Met3 routing:
Drawn at 2 px/um.
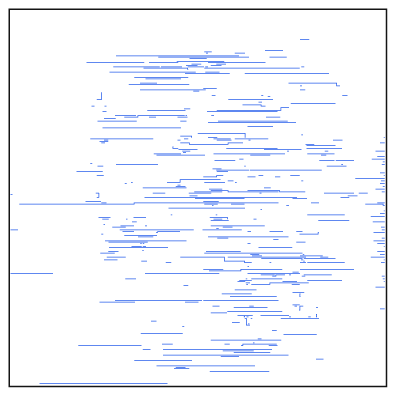
Cell sizes after repair:
Drawn at 2 px/um.
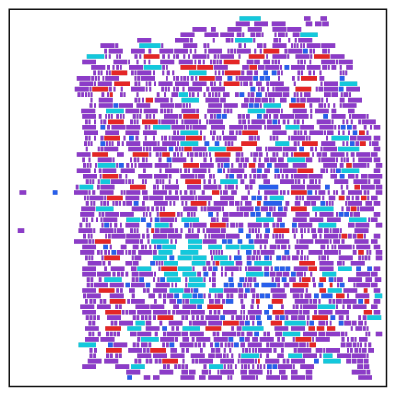
Congestion heat map:
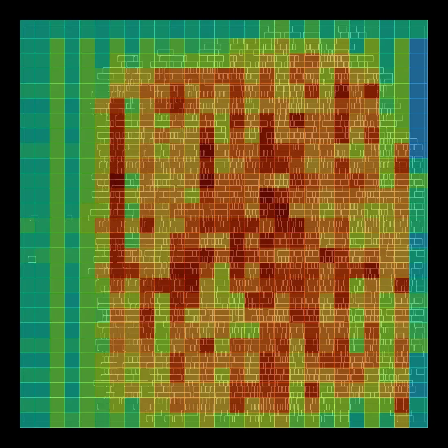
File: config.mk
export PLATFORM = sky130hd
export DESIGN_NAME = cmd_sched
export DESIGN_NICKNAME = d
export VERILOG_FILES = /design/src/rtl/cmd_sched_pkg.sv /design/src/rtl/cmd_sched_bank_table.sv /design/src/rtl/cmd_sched.sv
export SDC_FILE = /design/constraint.sdc
export NUM_CORES = 1
export LEC_CHECK = 0
export CORE_MARGIN = 1.5
export CORE_UTILIZATION = 45
export CTS_CLUSTER_DIAMETER = 100
export DETAILED_ROUTE_END_ITERATION = 16
export PLACE_DENSITY = 0.7
export SYNTH_ARGS = -nofsm -noshare
export SYNTH_HDL_FRONTEND = slang
export SYNTH_SLANG_ARGS = --single-unit
export TNS_END_PERCENT = 10
File: constraint.sdc
create_clock -name clk -period 3.3 [get_ports clk]
set_clock_uncertainty 0.05 [all_clocks]
set_input_delay 0.66 -clock clk [delete_from_list [all_inputs] [get_ports clk]]
set_output_delay 0.66 -clock clk [all_outputs]
set_load 0.005 [all_outputs]
File: src/rtl/cmd_sched_pkg.sv
// cmd_sched_pkg: shared state encoding and CAS/PRE opcodes for the DDR4 command scheduler.
// The CLOSE state only exists when CLOSED_PAGE_EN is defined.
package cmd_sched_pkg;

    typedef enum logic [2:0] {
        IDLE,
        PRE,
        WAIT_RP,
        ACT,
        WAIT_RCD,
        CAS,
        BURST
`ifdef CLOSED_PAGE_EN
        , CLOSE
`endif
    } state_t;

    // Opcode field carried on A[16:14] for non-ACT commands
    localparam logic [2:0] OP_RD  = 3'b101;
    localparam logic [2:0] OP_WR  = 3'b100;
    localparam logic [2:0] OP_PRE = 3'b010;
    localparam int         OP_LSB = 14;

endpackage

File: src/rtl/cmd_sched_bank_table.sv
// cmd_sched_bank_table: open-row table, one valid bit and one row per bank.
// Lookup is combinational from the registered table; writes land on the next clock edge.
module cmd_sched_bank_table #(
    parameter int ADDRWIDTH = 17,
    parameter int BGWIDTH   = 2,
    parameter int BAWIDTH   = 2
) (
    input  logic                 clk,
    input  logic                 reset,
    input  logic [BGWIDTH-1:0]   lk_bg,
    input  logic [BAWIDTH-1:0]   lk_ba,
    output logic                 lk_valid,
    output logic [ADDRWIDTH-1:0] lk_row,
    input  logic                 wr_en,
    input  logic                 wr_set,
    input  logic [BGWIDTH-1:0]   wr_bg,
    input  logic [BAWIDTH-1:0]   wr_ba,
    input  logic [ADDRWIDTH-1:0] wr_row
);

    localparam int IDXW = BGWIDTH + BAWIDTH;
    localparam int NUM  = 1 << IDXW;

    logic [NUM-1:0]       valid_q, valid_d;
    logic [ADDRWIDTH-1:0] row_q [NUM];
    logic [ADDRWIDTH-1:0] row_d [NUM];
    logic [IDXW-1:0]      lk_idx, wr_idx;

    assign lk_idx   = {lk_bg, lk_ba};
    assign wr_idx   = {wr_bg, wr_ba};
    assign lk_valid = valid_q[lk_idx];
    assign lk_row   = row_q[lk_idx];

    // Apply a set (ACT: valid + row) or clear (PRE: drop valid) to one bank entry
    always_comb begin
        valid_d = valid_q;
        row_d   = row_q;
        if (wr_en) begin
            valid_d[wr_idx] = wr_set;
            if (wr_set) begin
                row_d[wr_idx] = wr_row;
            end
        end
    end

    // Table storage; reset forgets every open row
    always_ff @(posedge clk) begin
        if (reset) begin
            valid_q <= '0;
            for (int i = 0; i < NUM; i++) begin
                row_q[i] <= '0;
            end
        end else begin
            valid_q <= valid_d;
            row_q   <= row_d;
        end
    end

endmodule

File: src/rtl/cmd_sched.sv
// cmd_sched: single-request DDR4 command scheduler with open-row tracking.
// Command bus is registered from the next state, so each command shows up in the cycle its state is current.
// Define CLOSED_PAGE_EN for closed-page policy (auto PRE after each burst, no row hits).
module cmd_sched
    import cmd_sched_pkg::*;
#(
    parameter int ADDRWIDTH = 17,
    parameter int COLWIDTH  = 10,
    parameter int BGWIDTH   = 2,
    parameter int BAWIDTH   = 2,
    parameter int BL        = 8,
    parameter int TRCD      = 4,
    parameter int TRP       = 4
) (
    input  logic                 clk,
    input  logic                 reset,
    input  logic                 req_valid,
    output logic                 req_ready,
    input  logic                 req_we,
    input  logic [BGWIDTH-1:0]   req_bg,
    input  logic [BAWIDTH-1:0]   req_ba,
    input  logic [ADDRWIDTH-1:0] req_row,
    input  logic [COLWIDTH-1:0]  req_col,
    output logic                 cke,
    output logic                 cs_n,
    output logic                 act_n,
    output logic [BGWIDTH-1:0]   bg,
    output logic [BAWIDTH-1:0]   ba,
    output logic [ADDRWIDTH-1:0] A,
    output logic                 row_hit,
    output logic                 busy
);

    localparam int CNT_MAX = (BL > TRCD) ? ((BL > TRP) ? BL : TRP) : ((TRCD > TRP) ? TRCD : TRP);
    localparam int CNTW    = $clog2(CNT_MAX + 1);

    // Counter preloads: the wait states last TRP-1 / TRCD-1 cycles, BURST lasts BL-1, CLOSE lasts TRP
    localparam logic [CNTW-1:0] RP_LOAD    = (TRP  > 1) ? CNTW'(TRP - 2)  : '0;
    localparam logic [CNTW-1:0] RCD_LOAD   = (TRCD > 1) ? CNTW'(TRCD - 2) : '0;
    localparam logic [CNTW-1:0] BURST_LOAD = CNTW'(BL - 2);
`ifdef CLOSED_PAGE_EN
    localparam logic [CNTW-1:0] CLOSE_LOAD = CNTW'(TRP - 1);
`endif

    state_t state_q, state_d;
    logic [CNTW-1:0] cnt_q, cnt_d;

    logic                 lat_we_q,  lat_we_d;
    logic [BGWIDTH-1:0]   lat_bg_q,  lat_bg_d;
    logic [BAWIDTH-1:0]   lat_ba_q,  lat_ba_d;
    logic [ADDRWIDTH-1:0] lat_row_q, lat_row_d;
    logic [COLWIDTH-1:0]  lat_col_q, lat_col_d;

    logic                 cke_q,     cke_d;
    logic                 cs_n_q,    cs_n_d;
    logic                 act_n_q,   act_n_d;
    logic [BGWIDTH-1:0]   bg_q,      bg_d;
    logic [BAWIDTH-1:0]   ba_q,      ba_d;
    logic [ADDRWIDTH-1:0] a_q,       a_d;
    logic                 row_hit_q, row_hit_d;

    logic                 accept;
    logic                 tbl_valid;
    logic [ADDRWIDTH-1:0] tbl_row;
    logic                 page_hit;
    logic                 tbl_wr_en, tbl_wr_set;

    logic                 cur_we;
    logic [BGWIDTH-1:0]   cur_bg;
    logic [BAWIDTH-1:0]   cur_ba;
    logic [ADDRWIDTH-1:0] cur_row;
    logic [COLWIDTH-1:0]  cur_col;

    assign req_ready = (state_q == IDLE) && !reset;
    assign accept    = req_valid && req_ready;
    assign busy      = (state_q != IDLE);

`ifdef CLOSED_PAGE_EN
    assign page_hit = 1'b0;
`else
    assign page_hit = tbl_valid && (tbl_row == req_row);
`endif

    // On the accept cycle the command is built from the live request, afterwards from the latch
    assign cur_we  = accept ? req_we  : lat_we_q;
    assign cur_bg  = accept ? req_bg  : lat_bg_q;
    assign cur_ba  = accept ? req_ba  : lat_ba_q;
    assign cur_row = accept ? req_row : lat_row_q;
    assign cur_col = accept ? req_col : lat_col_q;

    assign lat_we_d  = cur_we;
    assign lat_bg_d  = cur_bg;
    assign lat_ba_d  = cur_ba;
    assign lat_row_d = cur_row;
    assign lat_col_d = cur_col;

    cmd_sched_bank_table #(
        .ADDRWIDTH (ADDRWIDTH),
        .BGWIDTH   (BGWIDTH),
        .BAWIDTH   (BAWIDTH)
    ) u_bank_table (
        .clk      (clk),
        .reset    (reset),
        .lk_bg    (req_bg),
        .lk_ba    (req_ba),
        .lk_valid (tbl_valid),
        .lk_row   (tbl_row),
        .wr_en    (tbl_wr_en),
        .wr_set   (tbl_wr_set),
        .wr_bg    (cur_bg),
        .wr_ba    (cur_ba),
        .wr_row   (cur_row)
    );

    // State, timing counter and latched request; reset abandons any transaction in flight
    always_ff @(posedge clk) begin
        if (reset) begin
            state_q   <= IDLE;
            cnt_q     <= '0;
            lat_we_q  <= 1'b0;
            lat_bg_q  <= '0;
            lat_ba_q  <= '0;
            lat_row_q <= '0;
            lat_col_q <= '0;
        end else begin
            state_q   <= state_d;
            cnt_q     <= cnt_d;
            lat_we_q  <= lat_we_d;
            lat_bg_q  <= lat_bg_d;
            lat_ba_q  <= lat_ba_d;
            lat_row_q <= lat_row_d;
            lat_col_q <= lat_col_d;
        end
    end

    // Next state: hit goes straight to CAS, miss opens the row, conflict precharges first
    always_comb begin
        state_d = state_q;
        cnt_d   = cnt_q;
        case (state_q)
            IDLE: begin
                if (accept) begin
                    if (page_hit) begin
                        state_d = CAS;
                    end else if (tbl_valid) begin
                        state_d = PRE;
                    end else begin
                        state_d = ACT;
                    end
                end
            end
            PRE: begin
                if (TRP > 1) begin
                    state_d = WAIT_RP;
                    cnt_d   = RP_LOAD;
                end else begin
                    state_d = ACT;
                end
            end
            WAIT_RP: begin
                if (cnt_q == '0) begin
                    state_d = ACT;
                end else begin
                    cnt_d = cnt_q - CNTW'(1);
                end
            end
            ACT: begin
                if (TRCD > 1) begin
                    state_d = WAIT_RCD;
                    cnt_d   = RCD_LOAD;
                end else begin
                    state_d = CAS;
                end
            end
            WAIT_RCD: begin
                if (cnt_q == '0) begin
                    state_d = CAS;
                end else begin
                    cnt_d = cnt_q - CNTW'(1);
                end
            end
            CAS: begin
                state_d = BURST;
                cnt_d   = BURST_LOAD;
            end
            BURST: begin
                if (cnt_q == '0) begin
`ifdef CLOSED_PAGE_EN
                    state_d = CLOSE;
                    cnt_d   = CLOSE_LOAD;
`else
                    state_d = IDLE;
`endif
                end else begin
                    cnt_d = cnt_q - CNTW'(1);
                end
            end
`ifdef CLOSED_PAGE_EN
            CLOSE: begin
                if (cnt_q == '0) begin
                    state_d = IDLE;
                end else begin
                    cnt_d = cnt_q - CNTW'(1);
                end
            end
`endif
            default: begin
                state_d = IDLE;
            end
        endcase
    end

    // Command for the upcoming cycle plus the matching open-row table update
    always_comb begin
        cke_d      = 1'b1;
        cs_n_d     = 1'b1;
        act_n_d    = 1'b1;
        a_d        = '0;
        bg_d       = cur_bg;
        ba_d       = cur_ba;
        row_hit_d  = accept && page_hit;
        tbl_wr_en  = 1'b0;
        tbl_wr_set = 1'b0;
        case (state_d)
            PRE: begin
                cs_n_d                = 1'b0;
                a_d[OP_LSB +: 3]      = OP_PRE;
                tbl_wr_en             = 1'b1;
            end
            ACT: begin
                cs_n_d     = 1'b0;
                act_n_d    = 1'b0;
                a_d        = cur_row;
                tbl_wr_en  = 1'b1;
                tbl_wr_set = 1'b1;
            end
            CAS: begin
                cs_n_d               = 1'b0;
                a_d[OP_LSB +: 3]     = cur_we ? OP_WR : OP_RD;
                a_d[COLWIDTH-1:0]    = cur_col;
            end
`ifdef CLOSED_PAGE_EN
            CLOSE: begin
                if (state_q != CLOSE) begin
                    cs_n_d           = 1'b0;
                    a_d[OP_LSB +: 3] = OP_PRE;
                    tbl_wr_en        = 1'b1;
                end
            end
`endif
            default: begin
                cs_n_d = 1'b1;
            end
        endcase
    end

    // Registered command bus; reset parks it with CKE low and no command
    always_ff @(posedge clk) begin
        if (reset) begin
            cke_q     <= 1'b0;
            cs_n_q    <= 1'b1;
            act_n_q   <= 1'b1;
            bg_q      <= '0;
            ba_q      <= '0;
            a_q       <= '0;
            row_hit_q <= 1'b0;
        end else begin
            cke_q     <= cke_d;
            cs_n_q    <= cs_n_d;
            act_n_q   <= act_n_d;
            bg_q      <= bg_d;
            ba_q      <= ba_d;
            a_q       <= a_d;
            row_hit_q <= row_hit_d;
        end
    end

    assign cke     = cke_q;
    assign cs_n    = cs_n_q;
    assign act_n   = act_n_q;
    assign bg      = bg_q;
    assign ba      = ba_q;
    assign A       = a_q;
    assign row_hit = row_hit_q;

endmodule

==> notes.md <==
Implementation progress

The flow ran to the end, and the final reports show no timing, DRC or antenna violations. Looking at the reg2reg group, the worst path starts from cnt_q[0]$_SDFFE_PP0P_. The sum of net half-perimeters after detailed placement stands at roughly 32000 um.

The max-cap check violation count stands at 0. Yosys reports the multiplexer fraction of the synthesized area as 0.134. The width of the die stands at 188 um. The number of global-route vias before repair was about 13000.

For the worst min-delay path, the startpoint reported by OpenROAD is u_bank_table.row_q[34]$_SDFFE_PP0P_. The floorplan core density stands at 0.457. Data on the critical path is required at its endpoint by about 3.7 ns.

The synthesized design contains 348 register bits. The fraction of power spent switching nets stands at 0.267. The worst setup path is captured at a register. In the final design database the tool counted 1931 nets. The number of warning messages in the yosys log stands at 0.

The post-route total power stands at 10.3 mW. In the log, the iteration count for the first detailed-route pass is 6. In this run, synthesis inferred 0 flip-flops with an integrated enable. The stage logs contain a warning count of 29. For the worst setup path, the data arrival time is 3.47 ns. The register with the most flip-flops in the final layout is u_bank_table.row_q. The average wire length per cell after detail routing stands at approximately 20 um.

The weighted congestion at the end of routability-driven global placement stands at 0.901. The die covers 35300 um2. Of the combinational cells, the family taking the most area is simple AND/OR/NAND/NOR gates. The maximum clock insertion buffer count stands at 3. The commonest register cell is dfxtp_1.

According to the floorplan report, the placeable core area is 33600 um2. The critical path ends at u_bank_table.valid_q[3]$_SDFFE_PP0P_. The number of instances in the placed design stands at 2305. For this run, asynchronously set or reset flops after synthesis account for 0. For this run, the register share of the synthesized area comes to 0.453. The synthesized-area fraction occupied by and/or/nand/nor cells stands at 0.199.

The clock group total power stands at roughly 4.4 mW. The yosys synthesis chip area stands at 15400 um2.
## Picture notes: 'met3 routing'
wire length on this layer = 3880 um
nets with wire on the layer = 207
main direction = horizontal
share of all routed wire = 8.1%
longest straight run = 75.9 um
routed via count: 13711
post-detailed-routing wire length: 47900 um
met3 layer usage reported by global route: 0.0490

## Picture notes: 'cell sizes after repair'
blue -> x3 and x4  # cells 145, most used buf_4
purple -> x1 and smaller  # cells 1592, most used nand2_1
red -> x2  # cells 97, most used mux4_2
cyan -> x6 and larger  # cells 86
area delta synth->final: 22.8%
Final Instance Area: 18900 um2
Setup WS post-layout: 0.216 ns
count of plain and timing-repair buffers: 229

## Picture notes: 'congestion heat map'
met2 track demand over resource: 0.441
core utilization of the finished layout: 0.561
Most Crowded Layer GR: met2
total routing resource utilization after global routing: 0.269

==> final cells by class <==
type / count / area, um2 / share of cell area
clock inverter: 14 / 236 / 0.0125
antenna: 1 / 2.50 / 0.000133
sequential: 348 / 6970 / 0.369
clock buffer: 49 / 1020 / 0.0541
timing repair buffer: 229 / 2330 / 0.123
inverter: 14 / 52.6 / 0.00278
multi-input combinational: 1266 / 7700 / 0.408
tap: 448 / 561 / 0.0297
==> routing by layer <==
| layer | share of wire | global-route usage | vias to the layer above |
|---|---|---|---|
| met5 | 0 | 0 | - |
| met4 | 0.032 | 0.108 | 0 |
| met3 | 0.081 | 0.0490 | 119 |
| met2 | 0.47 | 0.441 | 606 |
| met1 | 0.42 | 0.352 | 6601 |
| li1 | - | - | 6385 |
No activity file was given, so power comes from the tool's default toggle rates.
